Routing congestion map:
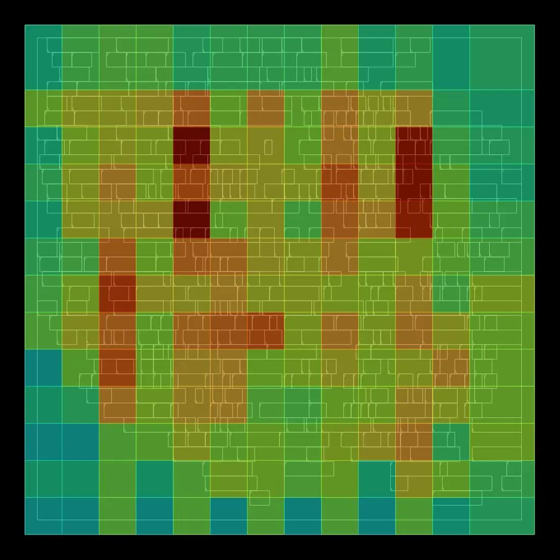
Gate families picked out:
(3 px per µm)
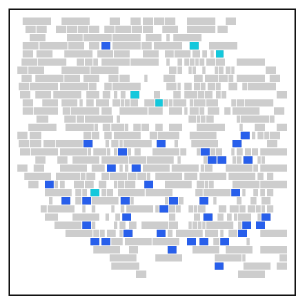
A small window of the routed layout:
Region (59, 59) to (84, 84) µm. Cells in grey, sequential cells in the stronger grey; small squares are vias.
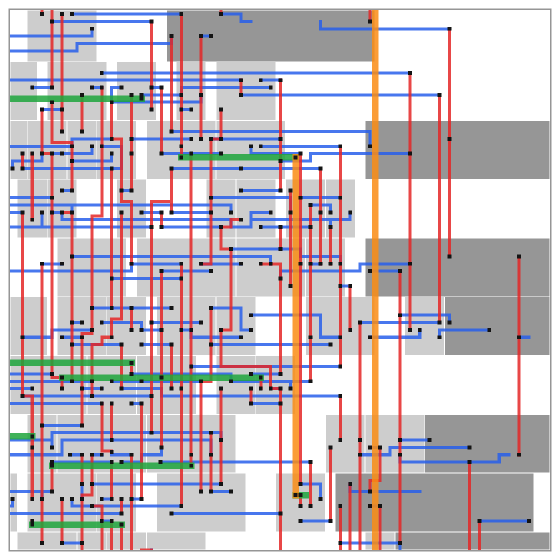
Sequential cells coloured by netlist name:
(4 px per µm) Other sequential cells in the stronger grey, the rest of the logic in the fainter grey.
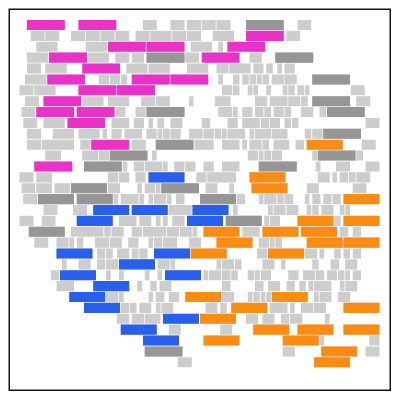
Design seg7_scan_driver, sky130hd; sources not shown.
==> results.json <==
{
  "met1_length_um": 3780,
  "port_buffers": 42,
  "nClkBuffers": 10,
  "nNonClkInverters": 9,
  "n_all_buffers": 60,
  "drt-total-wl_um": 8050,
  "final_nets": 459,
  "pg_clk_mw": 0.650,
  "outcome": "complete, no violations",
  "async_flop_share": 1.00,
  "yosysWarnings": 0,
  "simple_gate_share": 0.161,
  "cp_data_required_time_ps": 3000,
  "place_congestion": 0.863,
  "dominantRegCellSynth": "dfrtp_1",
  "syn_inst": 353,
  "wl_met3_um": 280,
  "largest_reg_flops": 26,
  "n_antenna_cell": 0,
  "max_cap_viol_count": 0,
  "path_class": "reg2reg",
  "cts_tree": "built",
  "crit_slowest_cell": "dfrtp_2",
  "placed_cells": 504,
  "highest_layer": "met4",
  "synthesis.area_mm2": 0.00413,
  "n_fill_cell": 677,
  "first_pass_iters": 4,
  "whs_ps": 449,
  "hp-class": "reg2reg",
  "hold_violations": 0,
  "netlist.area_leader.share": 0.309,
  "syn_avg_cell_area_um2": 11.7,
  "maxPowerGroup": "sequential cells",
  "drt-vias-per-instance": 5.48,
  "floorplan.nets": 395,
  "cts-resized-gates": 0,
  "root_buffer": "clkbuf_4",
  "ff2ff_setup_slack_ps": 180,
  "reg2reg_depth": 9,
  "max_freq_mhz": 397,
  "rows": 33,
  "core_util_floorplan": 0.510,
  "lay_top_cells": "dfrtp_1 (49), clkdlybuf4s50_1 (41), dfstp_2 (33), nor2_1 (32), nand2_1 (28)",
  "ant_nets": 0,
  "setup_violations": 0,
  "topCellsByArea": "dfrtp_1 (31%), dfstp_2 (21%), mux2_4 (6.9%), xor2_1 (4.2%), ha_1 (3.6%)",
  "fp.dieH_um": 94.9,
  "pre_cts_ws_ps": 95.8,
  "peakVddDrop_v": 0.000274,
  "cp.buffers_inverters": 2,
  "fin_ws_ps": 180,
  "path_delay_family": "AND-OR/OR-AND gates",
  "ys_sh_mux": 0.114,
  "yosys.cell_count.top_type": "dfrtp_1",
  "pin_count": 43,
  "num_tap_cells": 105,
  "grt_pass1_wl_um": 13200,
  "cts_made_buffers": 9,
  "routed-wl-met2_um": 3850,
  "htree_levels": 3,
  "die_w_um": 94.9,
  "worstPathMaxFanout": 11,
  "cts_setup_buffers": 0,
  "use_met2": 0.290,
  "synth-edff-count": 0,
  "drv_slew": 0,
  "arrival_ps": 2820,
  "ys_cells": 353,
  "grt_start_max_net_pins": 63,
  "grt.total_usage": 0.195,
  "max_slew.worst_pin.slew_ps": 757,
  "comb_power_mw": 0.259,
  "logic_gates": 253,
  "aoi_share": 0.0709,
  "top_logic_kind": "simple AND/OR/NAND/NOR gates",
  "bufAreaShareNonClock": 0.115,
  "p_leak_nw": 2.11,
  "end_kind": "register",
  "drt_iter0_markers": 119,
  "tns_ps": 0,
  "timing.slew.headroom": 0.495,
  "xor_area_frac": 0.0785,
  "warnings": 34,
  "pwr-share-seq": 0.597,
  "flops": 84,
  "ys_sh_adder": 0.0364
}
## Picture notes: 'routing congestion map'
wire length per cell: 15.3 µm
met1 Track Usage GR: 0.273
Top Usage Layer GRT: met2

## Picture notes: 'gate families picked out'
legend:
  cyan:
    family: AND-OR and OR-AND gates
    cells: 5
  blue:
    family: XOR/XNOR gates
    cells: 37
non-filler cells, final: 527
combinational share of cell area: 0.390
highest-count logic cell in the final layout: dfrtp_1

## Picture notes: 'a small window of the routed layout'
legend:
  green:
    layer: metal 3
  blue:
    layer: metal 1
  red:
    layer: metal 2
  orange:
    layer: metal 4
cells with their middle in the window: 48
sequential cells in the window: 6
most frequent: o21ai_0 (7), dfstp_2 (5)

## Picture notes: 'sequential cells coloured by netlist name'
legend:
  magenta:
    netlist_name: `sh_seg_q`
    sequential_cells: 20
  blue:
    netlist_name: `cnt_q`
    sequential_cells: 17
  orange:
    netlist_name: `blink_cnt_q`
    sequential_cells: 26
utilization after layout: 0.608
register area: 0.00215 mm²
fraction of area in registers: 0.436
Seq. pwr: 1.35 mW

Power figures rest on the tool's default switching activity, not on a simulated workload.
